--- config.mk ---
export PLATFORM = sky130hd
export DESIGN_NAME = i2c_target_flat
export DESIGN_NICKNAME = d
export VERILOG_FILES = /design/src/rtl/i2c_target_if.sv /design/src/rtl/i2c_target.sv /design/src/flat_wrapper.sv
export SDC_FILE = /design/constraint.sdc
export NUM_CORES = 1
export LEC_CHECK = 0
export CORE_UTILIZATION = 49
export CTS_CLUSTER_DIAMETER = 100
export DETAILED_ROUTE_END_ITERATION = 10
export PLACE_DENSITY_LB_ADDON = 0.08
export SYNTH_ARGS = -nofsm -noshare
export SYNTH_HDL_FRONTEND = slang
export SYNTH_SLANG_ARGS = --single-unit
--- constraint.sdc ---
create_clock -name clk -period 1.9 [get_ports clk]
set_clock_uncertainty 0.05 [all_clocks]
set_input_delay 0.475 -clock clk [delete_from_list [all_inputs] [get_ports clk]]
set_output_delay 0.475 -clock clk [all_outputs]
set_load 0.02 [all_outputs]
--- src/rtl/i2c_target_if.sv ---
// Bus and core-side signals of the I2C target: pin levels in, open-drain enable out,
// plus the byte-wide receive/transmit handshake towards the core.
interface i2c_target_if;
    logic       scl_in;
    logic       sda_in;
    logic       sda_oe;
    logic [7:0] rx_data;
    logic       rx_valid;
    logic [7:0] tx_data;
    logic       tx_req;
    logic       busy;
    logic       addr_match;

    modport slave (
        input  scl_in, sda_in, tx_data,
        output sda_oe, rx_data, rx_valid, tx_req, busy, addr_match
    );

    modport master (
        output scl_in, sda_in, tx_data,
        input  sda_oe, rx_data, rx_valid, tx_req, busy, addr_match
    );
endinterface

--- src/rtl/i2c_target.sv ---
// I2C target for the serial test/config port: oversamples SCL/SDA, answers one 7-bit
// address, hands written bytes to the core and shifts core bytes out on reads.
module i2c_target #(
    parameter logic [6:0] ADDR        = 7'h42,
    parameter int         SYNC_STAGES = 2
) (
    input  logic        clk,
    input  logic        reset,
    i2c_target_if.slave bus
);

    typedef enum logic [2:0] {
        IDLE,
        ADDR_S,
        AACK,
        WRITE,
        WACK,
        READ,
        RACK
    } state_t;

    logic [SYNC_STAGES-1:0] scl_sync;
    logic [SYNC_STAGES-1:0] sda_sync;
    logic                   scl_s, sda_s;
    logic                   scl_d, sda_d;
    logic                   scl_rise, scl_fall, start_det, stop_det;

    state_t     state;
    logic [7:0] shreg;
    logic [3:0] bit_cnt;
    logic       rw;
    logic       ack_ok;
    logic       sda_oe_r;
    logic [7:0] rx_data_r;
    logic       rx_valid_r;
    logic       tx_req_r;
    logic       busy_r;
    logic       addr_match_r;

    // Synchroniser chain and 1-clk delayed copies; reset to the idle-bus level.
    always_ff @(posedge clk) begin
        if (!reset) begin
            scl_sync <= '1;
            sda_sync <= '1;
            scl_d    <= 1'b1;
            sda_d    <= 1'b1;
        end else begin
            scl_sync <= {scl_sync[SYNC_STAGES-2:0], bus.scl_in};
            sda_sync <= {sda_sync[SYNC_STAGES-2:0], bus.sda_in};
            scl_d    <= scl_sync[SYNC_STAGES-1];
            sda_d    <= sda_sync[SYNC_STAGES-1];
        end
    end

    assign scl_s     = scl_sync[SYNC_STAGES-1];
    assign sda_s     = sda_sync[SYNC_STAGES-1];
    assign scl_rise  =  scl_s & ~scl_d;
    assign scl_fall  = ~scl_s &  scl_d;
    assign start_det =  scl_s &  scl_d & ~sda_s &  sda_d;
    assign stop_det  =  scl_s &  scl_d &  sda_s & ~sda_d;

    always_ff @(posedge clk) begin
        if (!reset) begin
            state        <= IDLE;
            shreg        <= 8'h00;
            bit_cnt      <= 4'd0;
            rw           <= 1'b0;
            ack_ok       <= 1'b0;
            sda_oe_r     <= 1'b0;
            rx_data_r    <= 8'h00;
            rx_valid_r   <= 1'b0;
            tx_req_r     <= 1'b0;
            busy_r       <= 1'b0;
            addr_match_r <= 1'b0;
        end else begin
            rx_valid_r <= 1'b0;
            tx_req_r   <= 1'b0;
            // Bus conditions override any bit action in the same clock.
            if (start_det) begin
                state        <= ADDR_S;
                bit_cnt      <= 4'd0;
                ack_ok       <= 1'b0;
                sda_oe_r     <= 1'b0;
                busy_r       <= 1'b1;
                addr_match_r <= 1'b0;
            end else if (stop_det) begin
                state        <= IDLE;
                ack_ok       <= 1'b0;
                sda_oe_r     <= 1'b0;
                busy_r       <= 1'b0;
                addr_match_r <= 1'b0;
            end else begin
                case (state)
                    IDLE: sda_oe_r <= 1'b0;
                    ADDR_S: begin
                        if (scl_rise) begin
                            shreg   <= {shreg[6:0], sda_s};
                            bit_cnt <= bit_cnt + 4'd1;
                        end else if (scl_fall && bit_cnt == 4'd8) begin
                            // Address 0 is the general call and is never claimed.
                            if (shreg[7:1] == ADDR && shreg[7:1] != 7'd0) begin
                                sda_oe_r     <= 1'b1;
                                addr_match_r <= 1'b1;
                                rw           <= shreg[0];
                                tx_req_r     <= shreg[0];
                                state        <= AACK;
                            end else begin
                                state <= IDLE;
                            end
                        end
                    end
                    AACK: begin
                        if (scl_fall) begin
                            if (rw) begin
                                shreg    <= bus.tx_data;
                                sda_oe_r <= ~bus.tx_data[7];
                                bit_cnt  <= 4'd1;
                                state    <= READ;
                            end else begin
                                sda_oe_r <= 1'b0;
                                bit_cnt  <= 4'd0;
                                state    <= WRITE;
                            end
                        end
                    end
                    WRITE: begin
                        if (scl_rise) begin
                            shreg   <= {shreg[6:0], sda_s};
                            bit_cnt <= bit_cnt + 4'd1;
                            if (bit_cnt == 4'd7) begin
                                rx_data_r  <= {shreg[6:0], sda_s};
                                rx_valid_r <= 1'b1;
                            end
                        end else if (scl_fall && bit_cnt == 4'd8) begin
                            sda_oe_r <= 1'b1;
                            state    <= WACK;
                        end
                    end
                    WACK: begin
                        if (scl_fall) begin
                            sda_oe_r <= 1'b0;
                            bit_cnt  <= 4'd0;
                            state    <= WRITE;
                        end
                    end
                    READ: begin
                        // bit_cnt counts bits already placed on the bus.
                        if (scl_fall) begin
                            if (bit_cnt == 4'd8) begin
                                sda_oe_r <= 1'b0;
                                ack_ok   <= 1'b0;
                                state    <= RACK;
                            end else begin
                                sda_oe_r <= ~shreg[6];
                                shreg    <= {shreg[6:0], 1'b0};
                                bit_cnt  <= bit_cnt + 4'd1;
                            end
                        end
                    end
                    RACK: begin
                        if (scl_rise) begin
                            if (!sda_s) begin
                                tx_req_r <= 1'b1;
                                ack_ok   <= 1'b1;
                            end else begin
                                sda_oe_r <= 1'b0;
                                state    <= IDLE;
                            end
                        end else if (scl_fall && ack_ok) begin
                            ack_ok   <= 1'b0;
                            shreg    <= bus.tx_data;
                            sda_oe_r <= ~bus.tx_data[7];
                            bit_cnt  <= 4'd1;
                            state    <= READ;
                        end
                    end
                    default: state <= IDLE;
                endcase
            end
        end
    end

    assign bus.sda_oe     = sda_oe_r;
    assign bus.rx_data    = rx_data_r;
    assign bus.rx_valid   = rx_valid_r;
    assign bus.tx_req     = tx_req_r;
    assign bus.busy       = busy_r;
    assign bus.addr_match = addr_match_r;

endmodule

--- src/flat_wrapper.sv ---
// flat-port wrapper written by rule: the top's interface ports become plain ports
module i2c_target_flat 
#(
    parameter logic [6:0] ADDR        = 7'h42,
    parameter int         SYNC_STAGES = 2
)
  (clk, reset, bus_scl_in, bus_sda_in, bus_tx_data, bus_sda_oe, bus_rx_data, bus_rx_valid, bus_tx_req, bus_busy, bus_addr_match);
  i2c_target_if bus_i ();
  input  logic clk;
  input  logic reset;
  input wire logic [$bits(bus_i.scl_in)-1:0] bus_scl_in;
  input wire logic [$bits(bus_i.sda_in)-1:0] bus_sda_in;
  input wire logic [$bits(bus_i.tx_data)-1:0] bus_tx_data;
  output wire logic [$bits(bus_i.sda_oe)-1:0] bus_sda_oe;
  output wire logic [$bits(bus_i.rx_data)-1:0] bus_rx_data;
  output wire logic [$bits(bus_i.rx_valid)-1:0] bus_rx_valid;
  output wire logic [$bits(bus_i.tx_req)-1:0] bus_tx_req;
  output wire logic [$bits(bus_i.busy)-1:0] bus_busy;
  output wire logic [$bits(bus_i.addr_match)-1:0] bus_addr_match;
  assign bus_i.scl_in = bus_scl_in;
  assign bus_i.sda_in = bus_sda_in;
  assign bus_i.tx_data = bus_tx_data;
  assign bus_sda_oe = bus_i.sda_oe;
  assign bus_rx_data = bus_i.rx_data;
  assign bus_rx_valid = bus_i.rx_valid;
  assign bus_tx_req = bus_i.tx_req;
  assign bus_busy = bus_i.busy;
  assign bus_addr_match = bus_i.addr_match;
  i2c_target #(.ADDR(ADDR), .SYNC_STAGES(SYNC_STAGES)) u_core (.clk(clk), .reset(reset), .bus(bus_i));
endmodule
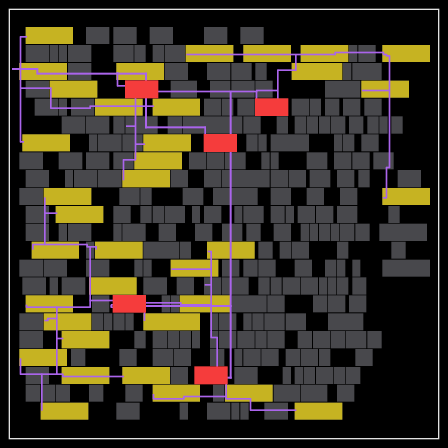
Fig. 1. Clock distribution (run 1).
[red] cells driving clock nets | count: 5
[yellow] flip-flops | count: 36
[purple] clock wires | length: 423 um
flops lie: widely spread
proportion of power drawn by the clock network: 0.389
Clk power: 0.000576 W
clk ins delay skew pair: 0.29 ns

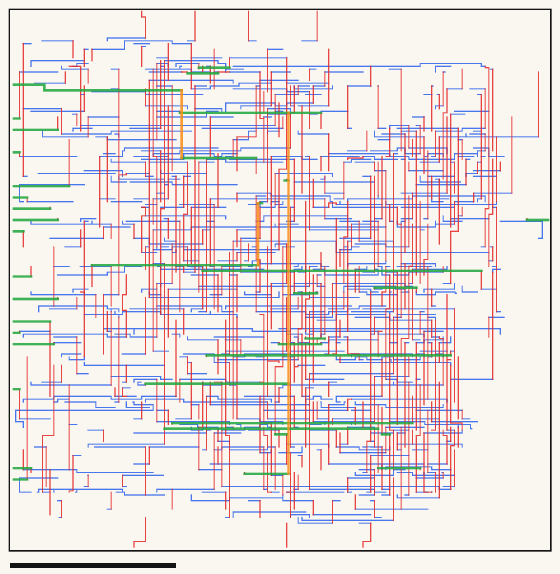
Fig. 2. Metal layers overlaid (run 1).
Scale bar: 20 um.
[blue] met1 | wire length: 2,400 um
[red] met2 | wire length: 2,260 um
[green] met3 | wire length: 288 um
[orange] met4 | wire length: 59.2 um

==> datasheet_impl.txt, run 1 <==
Characteristics after synthesis and place and route

Parameter                              Value

CTS
  CTS Root Cell .................. sky130_fd_sc_hd__clkbuf_8
  Post-CTS Setup Bufs .................. 0
  Number of gates given a new drive strength after cts .................. 0
  Buffer levels on the longest clock path .................. 2
  Clock tree from TritonCTS .................. built
  TritonCTS Buffers .................. 5
  Number of H-tree levels .................. 2
  CTS hold repair buffers .................. 0

Global routing
  Total grt overflow .................. 0
  First-pass GRT wire length .................. 7.76 mm
  Maximum number of pins on one net before global-route repair .................. 19

Floorplanning
  Die Area .................. 0.00424 sq mm
  Area of the placeable core .................. 0.00374 sq mm
  Core Util at FP .................. 0.521
  Ports placed on the boundary .................. 25
  Horiz. Die Dim .................. 65.1 um
  Number of rows created at floorplan .................. 22
  Die Y-Extent .................. 65.1 um

Power
  Static leakage power .................. 0.989 nW
  Tot Pwr .................. 0.00148 W
  Power Density .................. 565 mW/mm^2
  Maximum vdd drop .................. 0.000468 V

Timing
  Final-layout worst hold slack .................. 0.365 ns
  Max Freq .................. 544 MHz
  Period utilization .................. 0.967
  Time the worst path needs with I/O delays and setup .................. 1.84 ns
  Worst slew pin tran .................. 0.815 ns
  Remaining max-slew budget at the tightest pin .................. 0.451

Finish
  End-of-flow core utilization .................. 0.700
  Combinational gate count .................. 171
  Data-path buffer share of cell area in the final layout .................. 0.210
  Logic area .................. 0.00116 sq mm
  Count of sequential standard cells .................. 36
  Inverters .................. 6
  Share of cell area taken by flip-flops and latches .................. 0.277
  Number of inserted filler cells in the final layout .................. 310
  Cell class ranked first by area .................. multi-input combinational cells
  Fraction of final layout cells sized beyond drive strength 1 .................. 0.201
  Total Nets Final .................. 292
  Clock buffers and inverters, area share .................. 0.0372

Logic synthesis
  Top cell area share .................. 0.369
  Count of mapped cells out of synthesis .................. 227
  Net count after synthesis .................. 241
  Biggest area cells .................. sky130_fd_sc_hd__dfxtp_1, sky130_fd_sc_hd__mux2i_1, sky130_fd_sc_hd__a21oi_1
  Most frequently used cell type in the post-synthesis netlist .................. sky130_fd_sc_hd__dfxtp_1
  Leading area contributor after synthesis .................. sky130_fd_sc_hd__dfxtp_1
  Count of instantiated cells in the yosys netlist .................. 227
  Post-Synthesis Cell Area .................. 0.00195 sq mm
  Top cells by count .................. sky130_fd_sc_hd__dfxtp_1, sky130_fd_sc_hd__nor2_1, sky130_fd_sc_hd__a21oi_1, sky130_fd_sc_hd__mux2i_1, sky130_fd_sc_hd__nand2_1
  Sequential-to-total area share from yosys stat .................. 0.369
  Dominant flop cell .................. sky130_fd_sc_hd__dfxtp_1

Place
  Placed Instances .................. 316
  Post-Place Setup Slack .................. 0.0480 ns
  Post-place instance area .................. 0.00244 sq mm
  Count of buffers inserted at the top-level ports .................. 24

Min path
  Worst Hold Endpoint .................. u_core.sda_sync[1]
  Instance count along the most critical hold path .................. 1
  Hold path startpoint .................. u_core.sda_sync[0]

Worst setup path
  Capturing element type of the critical path .................. flop
  Critical path required time .................. 2.06 ns
  Path type of the worst setup path .................. reg -> reg
  Cell count of the worst reg-to-reg path .................. 6
  Max FO, Critical Path .................. 5
  Capturing point of the worst reg2reg path .................. u_core.bit_cnt[3]
  Start point of the critical path .................. u_core.scl_sync[1]
  Worst setup path endpoint .................. u_core.bit_cnt[3]

Route
  DR WL/cell .................. 15.3 um
  Final routed DRC violation total .................. 0
  Router iterations before antenna repair .................. 4

Run
  MaxCap Viol Count .................. 0
  Count of tool warnings .................. 27

Outcome
  Outcome .................. completed
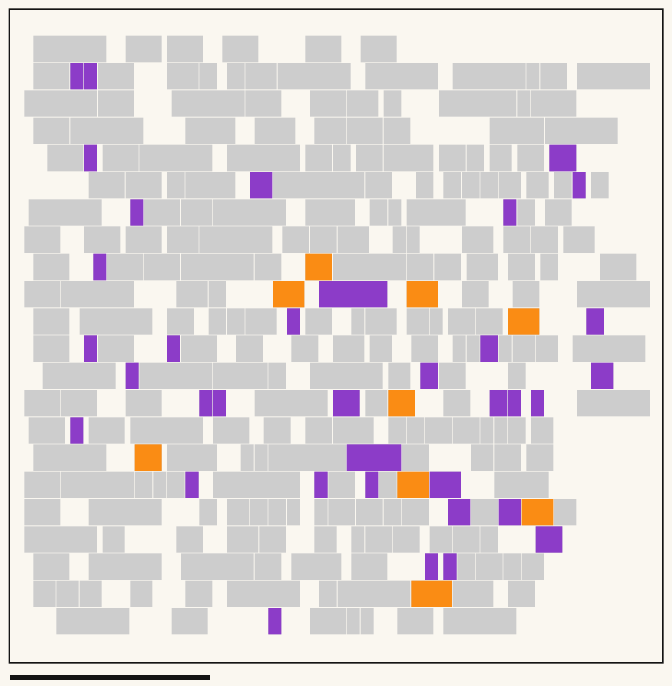
Fig. 3. Logic cells by family (run 1).
Scale bar: 20 um.
[purple] NOR gates | cells: 36
[orange] AND-OR and OR-AND gates | cells: 9
Commonest Layout Cell: sky130_fd_sc_hd__dfxtp_1
combinational share of cell area: 0.444
number of non-filler instances in the completed layout: 327

[run 1: power by group]
group	switching, W	leakage [nW]	internal, W	total [W]
combinational	0.0000657	0.653	0.0000676	0.000133
sequential	0.00000852	0.292	0.000763	0.000771
clock	0.000282	0.0434	0.000293	0.000576
[run 1: logic make-up after synthesis]
group | count (synthesis) | share of synthesized area
xor gates and xnor gates | 1 | 0.00449
DFF | 36 | 0.369
buffers and inverters | 20 | 0.0519
adders and majority gates | 2 | 0.0128
and+or+nand+nor | 81 | 0.233
muxes | 18 | 0.0924
AOI/OAI and AO/OA | 69 | 0.236
[run 1: worst max-delay path: stages, from the launching register on]
cell	delay, ns
sky130_fd_sc_hd__dfxtp_1	0.37
sky130_fd_sc_hd__buf_4	0.17
sky130_fd_sc_hd__nand2_1	0.11
sky130_fd_sc_hd__nor2_1	0.11
sky130_fd_sc_hd__a211o_1	0.31
sky130_fd_sc_hd__or4_1	0.46
sky130_fd_sc_hd__a21oi_1	0.17
[run 1: flip-flops by register name, summed over array words and instances (netlist names)]
signal and flops:
u_core.bus.rx_data 8, u_core.shreg 8, u_core.bit_cnt 4, u_core.state 3
u_core.scl_sync 2, u_core.sda_sync 2, u_core.ack_ok 1, u_core.bus.addr_match 1
u_core.bus.busy 1, u_core.bus.rx_valid 1, u_core.bus.sda_oe 1, u_core.bus.tx_req 1
u_core.rw 1, u_core.scl_d 1, u_core.sda_d 1
[run 1: routing by layer]
| metal | global-route usage | share of wire |
|---|---|---|
| met3 | 0.0573 | 0.057 |
| met5 | 0 | 0 |
| met2 | 0.370 | 0.45 |
| met4 | 0.0652 | 0.012 |
| met1 | 0.336 | 0.48 |
--- run 2 (diff from run 1) ---
--- a/config.mk
+++ b/config.mk
@@ -5,6 +5,7 @@
 export SDC_FILE = /design/constraint.sdc
 export NUM_CORES = 1
 export LEC_CHECK = 0
+export ABC_CLOCK_PERIOD_IN_PS = 1900
 export CORE_UTILIZATION = 49
 export CTS_CLUSTER_DIAMETER = 100
 export DETAILED_ROUTE_END_ITERATION = 10
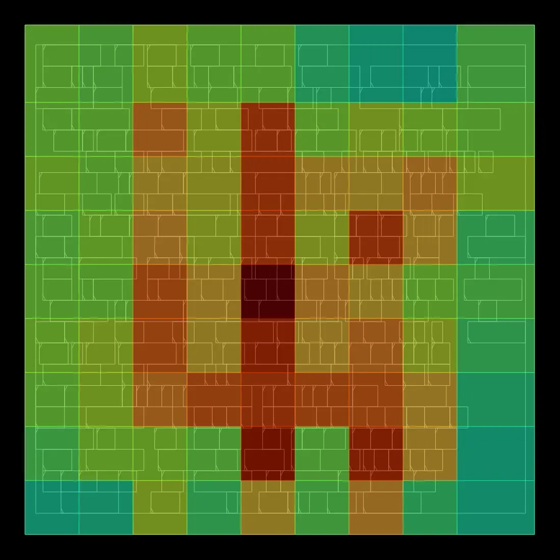
Fig. 4. Track usage over the die (run 2).
GRT Total Usage: 0.241
met1 usage: 0.336
busiest metal layer after global routing: met2
end-of-flow core utilization: 0.700

==> datasheet_impl.txt, run 2 <==
Characteristics after synthesis and place and route

Parameter                              Value

Logic synthesis
  Sequential-to-total area share from yosys stat .................. 0.369 (unchanged)
  Net count after synthesis .................. 241 (unchanged)
  Post-Synthesis Cell Area .................. 0.00195 sq mm (unchanged)
  Count of mapped cells out of synthesis .................. 227 (unchanged)
  Top cells by count .................. sky130_fd_sc_hd__dfxtp_1, sky130_fd_sc_hd__nor2_1, sky130_fd_sc_hd__a21oi_1, sky130_fd_sc_hd__mux2i_1, sky130_fd_sc_hd__nand2_1
  Top cell area share .................. 0.369 (unchanged)
  Biggest area cells .................. sky130_fd_sc_hd__dfxtp_1, sky130_fd_sc_hd__mux2i_1, sky130_fd_sc_hd__a21oi_1
  Avg Inst Size Synth .................. 8.59 sq um
  Leading area contributor after synthesis .................. sky130_fd_sc_hd__dfxtp_1
  Dominant flop cell .................. sky130_fd_sc_hd__dfxtp_1
  Most frequently used cell type in the post-synthesis netlist .................. sky130_fd_sc_hd__dfxtp_1
  Count of instantiated cells in the yosys netlist .................. 227 (unchanged)

Worst setup path
  Max FO, Critical Path .................. 5 (unchanged)
  Largest delay contributor family on the critical path .................. simple AND/OR/NAND/NOR gates
  CP peak stage delay .................. 0.46 ns (about the same)
  Worst r2r src .................. u_core.scl_sync[1]
  Critical path buffer and inverter count .................. 1 (unchanged)
  Cell count of the worst reg-to-reg path .................. 6 (unchanged)
  Capturing element type of the critical path .................. flop
  Path type of the worst setup path .................. reg -> reg
  Arrival @ worst endpoint .................. 2.00 ns
  Cell depth of the worst setup path .................. 6 (unchanged)
  Worst Setup Start Kind .................. flop
  Start point of the critical path .................. u_core.scl_sync[1]
  Critical path required time .................. 2.06 ns (about the same)
  Cell chain of the critical path .................. buf_4 -> nand2_1 -> nor2_1 -> a211o_1 -> or4_1 -> a21oi_1
  Cell with the largest stage delay on the worst path .................. sky130_fd_sc_hd__or4_1

Route
  DR WL/cell .................. 15.3 um (unchanged)
  Final routed DRC violation total .................. 0 (unchanged)
  Via-per-instance ratio .................. 5.78
  Total Routed Length .................. 5.01 mm
  Router iterations before antenna repair .................. 4 (unchanged)

Place
  HPWL after DPL .................. 3.58 mm
  Count of buffers inserted at the top-level ports .................. 24 (unchanged)
  Placer's final routability congestion estimate .................. 0.909
  Post-Place Setup Slack .................. 0.0480 ns (unchanged)

Run
  MaxCap Viol Count .................. 0 (unchanged)
  Count of tool warnings .................. 27 (unchanged)

CTS
  Number of H-tree levels .................. 2 (unchanged)
  TritonCTS Buffers .................. 5 (unchanged)
  Clk ins delay skew pair .................. 0.29 ns (about the same)
  CTS hold repair buffers .................. 0 (unchanged)
  Buffer levels on the longest clock path .................. 2 (unchanged)
  CTS Root Cell .................. sky130_fd_sc_hd__clkbuf_8
  Clock-pin slew reported for the worst setup and hold paths after clock tree synthesis .................. 0.07 ns
  Clock tree from TritonCTS .................. built
  Number of sinks handled by clock tree synthesis .................. 36

Finish
  Area growth from synthesis to layout .................. 34.4%
  Number of antenna cells inserted .................. 0
  Commonest Layout Cell .................. sky130_fd_sc_hd__dfxtp_1
  Fraction of final layout cells sized beyond drive strength 1 .................. 0.201 (unchanged)
  Total Nets Final .................. 292 (unchanged)

Timing
  Max Freq .................. 544 MHz (unchanged)
  Period utilization .................. 0.967 (unchanged)
  Time the worst path needs with I/O delays and setup .................. 1.84 ns (unchanged)
  Final setup vio count .................. 0
  Max-slew violation count .................. 0
  Remaining max-slew budget at the tightest pin .................. 0.451 (unchanged)
  Setup TNS .................. 0 ns
  Final-layout worst hold slack .................. 0.365 ns (unchanged)
  Worst slew pin tran .................. 0.815 ns (unchanged)

Floorplanning
  Horiz. Die Dim .................. 65.1 um (unchanged)
  Number of rows created at floorplan .................. 22 (unchanged)
  Core Util at FP .................. 0.521 (unchanged)
  Die Area .................. 0.00424 sq mm (unchanged)
  Area of the placeable core .................. 0.00374 sq mm (unchanged)
  Ports placed on the boundary .................. 25 (unchanged)
  Die Y-Extent .................. 65.1 um (unchanged)

Power
  Maximum vdd drop .................. 0.000468 V (unchanged)
  Power Density .................. 565 mW/mm^2 (unchanged)
  Tot Pwr .................. 0.00148 W (unchanged)
  Static leakage power .................. 0.989 nW (unchanged)

Global routing
  Maximum number of pins on one net before global-route repair .................. 19 (unchanged)
  Total grt overflow .................. 0 (unchanged)
  Number of global-route vias before repair .................. 1,640
  First-pass GRT wire length .................. 7.76 mm (unchanged)
  Number of antenna violations at the first check in global routing .................. 0

Min path
  Instance count along the most critical hold path .................. 1 (unchanged)
  Hold path startpoint .................. u_core.sda_sync[0]

Outcome
  Outcome .................. completed
==> run 2: path summary, 6_finish.rpt <==
kind | endpoint | slack [ns]
worst max-delay path | u_core.bit_cnt[3] | 0.06
worst min-delay path | u_core.sda_sync[1] | 0.36
worst max register to register | u_core.bit_cnt[3] | 0.06
worst min register to register | u_core.sda_sync[1] | 0.36
==> run 2: metal layers <==
layer  track usage  part of all wire  vias up
met5             0                 0        -
met4        0.0652             0.012        0
met3        0.0573             0.057        8
met2         0.370              0.45       52
met1         0.336              0.48      888
li1              -                 -      942
==> run 2: timing repair <==
item | in CTS | in global routing
endpoints found under the setup margin | 0 | 14
resized | 0 | 11
setup buffers | 0 | 2
==> run 2: final cells by class <==
| class | count | area (sq um) |
|---|---|---|
| tap | 48 | 60.1 |
| inverter | 6 | 22.5 |
| fill | 310 | 1120 |
| clock inverter | 2 | 15.0 |
| clock buffer | 6 | 82.6 |
| sequential | 36 | 727 |
| timing repair buffer | 58 | 551 |
| multi-input combinational | 171 | 1160 |
==> run 2: kinds of logic after synthesis <==
kind of cell	count (synthesis)	share of synthesized area
AND-OR/OR-AND	69	0.236
XOR/XNOR	1	0.00449
adder cells (fa/ha/maj)	2	0.0128
buffers and inverters	20	0.0519
flip-flops	36	0.369
multiplexers	18	0.0924
AND/OR/NAND/NOR	81	0.233
==> run 2: metrics by stage <==
step                      cells  instance area (sq um)
after floorplan             227                   1960
after global placement      316                   2440
after detailed placement    316                   2440
after CTS                   324                   2540
after global routing        327                   2620
final                       327                   2620
==> run 2: report_power, final <==
part           internal, W  total (W)  leakage (nW)  switching (W)
sequential        0.000763   0.000771         0.292     0.00000852
clock             0.000293   0.000576        0.0434       0.000282
combinational    0.0000676   0.000133         0.653      0.0000657
Power is estimated from default activity; no workload was simulated.
